File: src/rtl/bcd_counter_scanner_if.sv
// Counter control, load data and display-drive signals of the BCD counter/scanner.
// The master drives the controls; the slave (the counter) returns count and display outputs.
interface bcd_counter_scanner_if;
  logic        en;
  logic        up;
  logic        load;
  logic [15:0] D;
  logic        blank_lz;
  logic [15:0] count;
  logic        carry;
  logic [3:0]  X;
  logic [3:0]  AN;

  modport master (
    output en, up, load, D, blank_lz,
    input  count, carry, X, AN
  );

  modport slave (
    input  en, up, load, D, blank_lz,
    output count, carry, X, AN
  );
endinterface

File: src/rtl/bcd_counter_scanner.sv
// Four-digit BCD up/down counter with a time-multiplexed digit scanner that feeds
// a 7-segment decoder (X) and drives one-hot digit enables (AN) with leading-zero blanking.
module bcd_counter_scanner #(
  parameter int unsigned SCAN_DIV = 1000
) (
  input logic                 clk,
  input logic                 rst,
  bcd_counter_scanner_if.slave bus
);

  localparam logic [15:0] DIV_LAST = 16'(SCAN_DIV - 1);

  logic [15:0] count_q;
  logic        carry_q;
  logic [15:0] count_inc;
  logic [15:0] count_dec;
  logic [15:0] d_clean;
  logic        inc_wrap;
  logic        dec_wrap;

  logic [15:0] div_q;
  logic [1:0]  idx_q;
  logic [1:0]  idx_next;
  logic        slot_end;
  logic [3:0]  an_q;
  logic [3:0]  an_next;
  logic [15:0] upper_digits;
  logic        blanked;
  logic [3:0]  x_mux;

  // Ripple increment/decrement: the carry/borrow flag is cleared by the first
  // digit that does not roll over; if it survives all four digits, the counter wrapped.
  always_comb begin
    count_inc = count_q;
    count_dec = count_q;
    inc_wrap  = 1'b1;
    dec_wrap  = 1'b1;
    for (int unsigned i = 0; i < 4; i++) begin
      if (inc_wrap) begin
        if (count_q[4*i +: 4] == 4'd9) begin
          count_inc[4*i +: 4] = 4'd0;
        end else begin
          count_inc[4*i +: 4] = count_q[4*i +: 4] + 4'd1;
          inc_wrap            = 1'b0;
        end
      end
      if (dec_wrap) begin
        if (count_q[4*i +: 4] == 4'd0) begin
          count_dec[4*i +: 4] = 4'd9;
        end else begin
          count_dec[4*i +: 4] = count_q[4*i +: 4] - 4'd1;
          dec_wrap            = 1'b0;
        end
      end
    end
  end

  always_comb begin
    d_clean = '0;
    for (int unsigned i = 0; i < 4; i++) begin
      d_clean[4*i +: 4] = (bus.D[4*i +: 4] > 4'd9) ? 4'd0 : bus.D[4*i +: 4];
    end
  end

  always_ff @(posedge clk) begin
    if (rst) begin
      count_q <= '0;
      carry_q <= 1'b0;
    end else if (bus.load) begin
      count_q <= d_clean;
      carry_q <= 1'b0;
    end else if (bus.en) begin
      count_q <= bus.up ? count_inc : count_dec;
      carry_q <= bus.up ? inc_wrap : dec_wrap;
    end else begin
      carry_q <= 1'b0;
    end
  end

  assign slot_end = (div_q == DIV_LAST);
  assign idx_next = slot_end ? idx_q + 2'd1 : idx_q;

  // AN is registered from the upcoming slot index and the current count, so a
  // blanking change caused by count or blank_lz shows one cycle later.
  always_comb begin
    upper_digits = count_q >> {idx_next, 2'b00};
    blanked      = bus.blank_lz && (idx_next != 2'd0) && (upper_digits == '0);
    an_next      = blanked ? '0 : (4'b0001 << idx_next);
  end

  always_ff @(posedge clk) begin
    if (rst) begin
      div_q <= '0;
      idx_q <= '0;
      an_q  <= 4'b0001;
    end else begin
      div_q <= slot_end ? '0 : div_q + 16'd1;
      idx_q <= idx_next;
      an_q  <= an_next;
    end
  end

  always_comb begin
    x_mux = count_q[{idx_q, 2'b00} +: 4];
  end

  assign bus.count = count_q;
  assign bus.carry = carry_q;
  assign bus.X     = x_mux;
  assign bus.AN    = an_q;

endmodule
File: src/flat_wrapper.sv
// flat-port wrapper written by rule: the top's interface ports become plain ports
module bcd_counter_scanner_flat 
#(
  parameter int unsigned SCAN_DIV = 1000
)
  (clk, rst, bus_en, bus_up, bus_load, bus_D, bus_blank_lz, bus_count, bus_carry, bus_X, bus_AN);
  bcd_counter_scanner_if bus_i ();
  input logic clk;
  input logic rst;
  input wire logic [$bits(bus_i.en)-1:0] bus_en;
  input wire logic [$bits(bus_i.up)-1:0] bus_up;
  input wire logic [$bits(bus_i.load)-1:0] bus_load;
  input wire logic [$bits(bus_i.D)-1:0] bus_D;
  input wire logic [$bits(bus_i.blank_lz)-1:0] bus_blank_lz;
  output wire logic [$bits(bus_i.count)-1:0] bus_count;
  output wire logic [$bits(bus_i.carry)-1:0] bus_carry;
  output wire logic [$bits(bus_i.X)-1:0] bus_X;
  output wire logic [$bits(bus_i.AN)-1:0] bus_AN;
  assign bus_i.en = bus_en;
  assign bus_i.up = bus_up;
  assign bus_i.load = bus_load;
  assign bus_i.D = bus_D;
  assign bus_i.blank_lz = bus_blank_lz;
  assign bus_count = bus_i.count;
  assign bus_carry = bus_i.carry;
  assign bus_X = bus_i.X;
  assign bus_AN = bus_i.AN;
  bcd_counter_scanner #(.SCAN_DIV(SCAN_DIV)) u_core (.clk(clk), .rst(rst), .bus(bus_i));
endmodule
File: config.mk
export PLATFORM = sky130hd
export DESIGN_NAME = bcd_counter_scanner_flat
export DESIGN_NICKNAME = d
export VERILOG_FILES = /design/src/rtl/bcd_counter_scanner_if.sv /design/src/rtl/bcd_counter_scanner.sv /design/src/flat_wrapper.sv
export SDC_FILE = /design/constraint.sdc
export NUM_CORES = 1
export LEC_CHECK = 0
export ABC_AREA = 1
export CORE_MARGIN = 1
export CORE_UTILIZATION = 35
export CTS_BUF_LIST = sky130_fd_sc_hd__clkbuf_4 sky130_fd_sc_hd__clkbuf_8
export DETAILED_ROUTE_END_ITERATION = 6
export GPL_TIMING_DRIVEN = 0
export SYNTH_ARGS = -nofsm -noshare
export SYNTH_HDL_FRONTEND = slang
export SYNTH_SLANG_ARGS = --single-unit
File: constraint.sdc
create_clock -name clk -period 1.5 [get_ports clk]
set_clock_uncertainty 0.1 [all_clocks]
set_input_delay 0.375 -clock clk [delete_from_list [all_inputs] [get_ports clk]]
set_output_delay 0.375 -clock clk [all_outputs]
set_load 0.1 [all_outputs]
**Wiring by layer**

Scale bar: 20 microns. Two of the layers only.
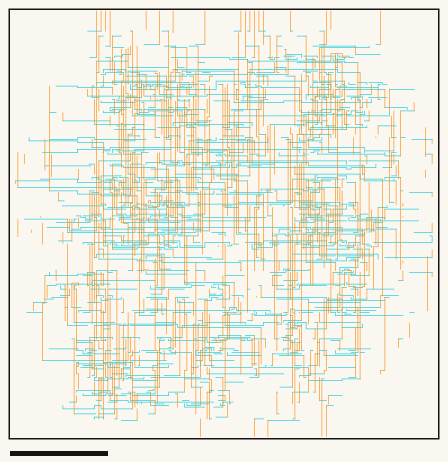
[M1] cyan | wire length: 3740 microns
[M2] orange | wire length: 3750 microns

**Metal 3**

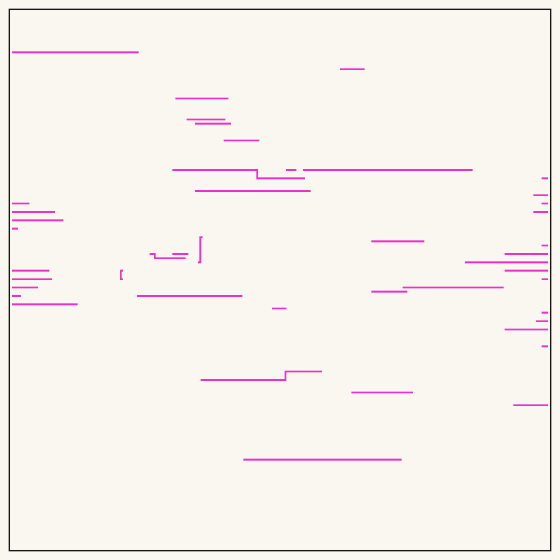
main direction: horizontal
longest straight run: 27.1 microns
nets with wire on the layer: 41
via count: 2873
M3 GR Usage: 3.412%

**PDN straps and rails**

Scale bar: 20 microns. Pins as bars on the die edge.
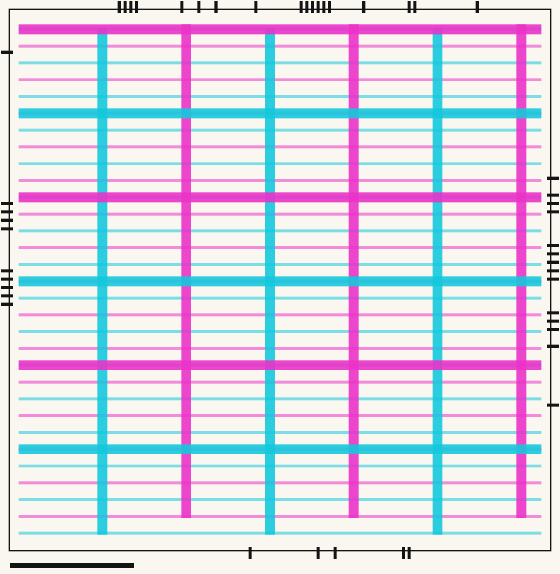
[VDD] magenta
[VSS] cyan
signal pins: 47
met1 rails: 31
met4 straps: 6
Chip Width: 87.44 microns
Core Area: 6907 sq um
Peak supply drop: 637.6 uV

**Clock wiring as the flow saved it**

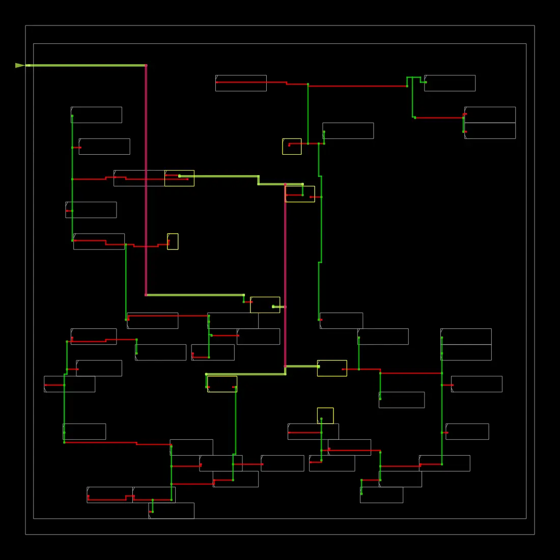
Clock net power: 0.755 mW
Num Clock Sinks: 39
CTS Buf Count: 5

==> run_results.csv <==
group,metric,value,unit
yosys,async_reset_ff_share,0,%
worst_hold_path,hold_depth,1,
critical_path,crit_path_top_delay_cell,"dfxtp_4",
critical_path,crit_family,"flip-flops",
detailed_routing,avgRoutedWirePerCell,13.72,microns
yosys,ys.flop_type,"dfxtp_1",
timing,setup_slack,-398.1,ps
grt,grt_max_degree,14,
timing,relSlewSlack,57.65,%
timing,slew_violations,0,
grt,grt_pass1_vias,2508,
critical_path,max_stage_delay,400,ps
timing,setup_viol,15,
floorplan,rows,30,
clock_network,root_buffer,"clkbuf_8",
power_and_ir_drop,p_total,3.293,mW
critical_path,startpoint_type,"flip-flop",
yosys,ys_cells,400,
grt,grt_pass1_wl,11.81,mm
clock_network,clk_pin_slew,80,ps
status,status,"complete, but fails checks",
timing,fmax,0.5269,GHz
floorplan,die_area,7646,sq um
yosys,yosysSeqAreaShare,30.56,%
final_layout,flop_area,864.6,sq um
critical_path,crit_arrival,1420,ps
final_layout,num_antenna_cells,0,
yosys,syn_area,2555,sq um
yosys,syn_area_per_cell,6.387,sq um
final_layout,num-nets-final,501,
grt,grt_use_total,19.75,%
final_layout,instances_no_fill,575,
clock_network,htreeDepth,2,
status,failed_checks,"setup timing",
detailed_routing,drc,0,
critical_path,path_class,"reg -> out",
yosys,top_area_share,30.56,%
clock_network,clockBufferDepth,2,
detailed_routing,wirelength,7.888,mm
critical_path,r2r_cells,9,
detailed_routing,postRouteAntennaNets,0,
final_layout,syn2layout_area_growth,59.35,%
detailed_routing,dr.first_iter.drc_count,150,
worst_hold_path,worstHoldPathType,"reg -> reg",
timing,rsz0062_at_grt,"true",
yosys,yosysMostFrequentCell,"nand2_1",
final_layout,drive_gt1_share,41.96,%
critical_path,reg2reg_slack,-50,ps
place,gp_congestion,0.8952,
critical_path,path_buffers,3,
place,portBuffers,44,
critical_path,crit_fanout,5,
clock_network,clock_latency,300,ps
yosys,top_cells_by_count,"nand2_1, inv_1, nor2_1, nand3_1, dfxtp_1",
final_layout,comb_area,1949,sq um
place,place_hpwl,5.320,mm
critical_path,startpoint,"u_core.idx_q[0]",
run,cap_violations,0,
yosys,edf_count,0,
timing,fin_crit,1898,ps
clock_network,holdBufCountCts,0,
power_and_ir_drop,p_leak,1.730,nW
yosys,ys_chip_area,2555,sq um
==> cell families after synthesis <==
| kind of cell | count (synthesis) | share of synthesized area, % |
|---|---|---|
| xor gates and xnor gates | 5 | 1.714 |
| DFF | 39 | 30.56 |
| AOI/OAI and AO/OA | 83 | 18.22 |
| adders and majority gates | 1 | 0.4896 |
| and+or+nand+nor | 210 | 39.18 |
| buffers and inverters | 62 | 9.843 |
==> stage by stage <==
stage	worst slack, ps	hold WS (ps)	setup TNS (ps)	utilization, %
CTS	-456.7	360.3	-1807	51.92
global placement	-1082	335.9	-27750	47.74
floorplan	-340.3	317.5	-1476	-
finish	-398.1	366.4	-1727	58.95
detailed placement	-1106	348.7	-28450	47.74
global route	-450.6	388.9	-3705	58.95
==> per-layer routing <==
metal / vias to the layer above / track usage [%] / part of all wire (%)
met5: - / 0 / 0
met4: 0 / 6.110 / 0.89
met3: 5 / 3.412 / 4.2
met2: 68 / 30.47 / 47
met1: 1324 / 27.84 / 47
li1: 1476 / - / -
==> cell type report <==
class / count / share of cell area, %
multi-input combinational: 299 / 47.88
sequential: 39 / 21.24
timing repair buffer: 72 / 17.89
inverter: 53 / 5.931
tap: 96 / 2.950
buffer: 8 / 1.905
clock buffer: 6 / 1.875
clock inverter: 2 / 0.3380
==> power by group <==
group          leakage, nW  internal [mW]  switching (mW)
Combinational         1.35          0.470           0.870
Clock               0.0486          0.347           0.408
Sequential           0.335           1.09           0.112
==> worst paths after layout <==
kind,end
setup / recovery,bus_X[2]
hold / removal,u_core.div_q[0]
setup reg to reg,u_core.bus.count[7]
hold reg to reg,u_core.div_q[0]
==> cells in the final DEF, fill, tap and decap left out, types with 8 or more instances in the layout <==
cell type / instances
a21oi_1: 22
a21oi_2: 8
buf_4: 38
buf_6: 9
clkdlybuf4s50_1: 17
dfxtp_1: 12
dfxtp_4: 20
inv_1: 34
inv_2: 9
nand2_1: 64
nand2_2: 16
nand2_4: 9
nand3_1: 32
nor2_1: 35
nor2_2: 9
nor2_4: 12
o21ai_0: 23
==> repair_timing <==
| item | CTS | global route |
|---|---|---|
| setup buffers | 6 | 21 |
| resized | 207 | 100 |
| gates cloned | 1 | 0 |
| pin swaps | 13 | 29 |
| setup endpoints to repair | 57 | 39 |
==> flip-flops by register name, summed over array words and instances (netlist names) <==
signal            count
u_core.div_q         16
u_core.bus.AN         4
u_core.bus.count     16
u_core.bus.carry      1
u_core.idx_q          2
==> worst register-to-register path, delay by kind of cell (launching register included) <==
family	cells	cell delay, ps
AND/OR/NAND/NOR	3	300
AND-OR/OR-AND	2	230
buffers and inverters	4	450
flip-flops	1	380
Power figures rest on the tool's default switching activity, not on a simulated workload.
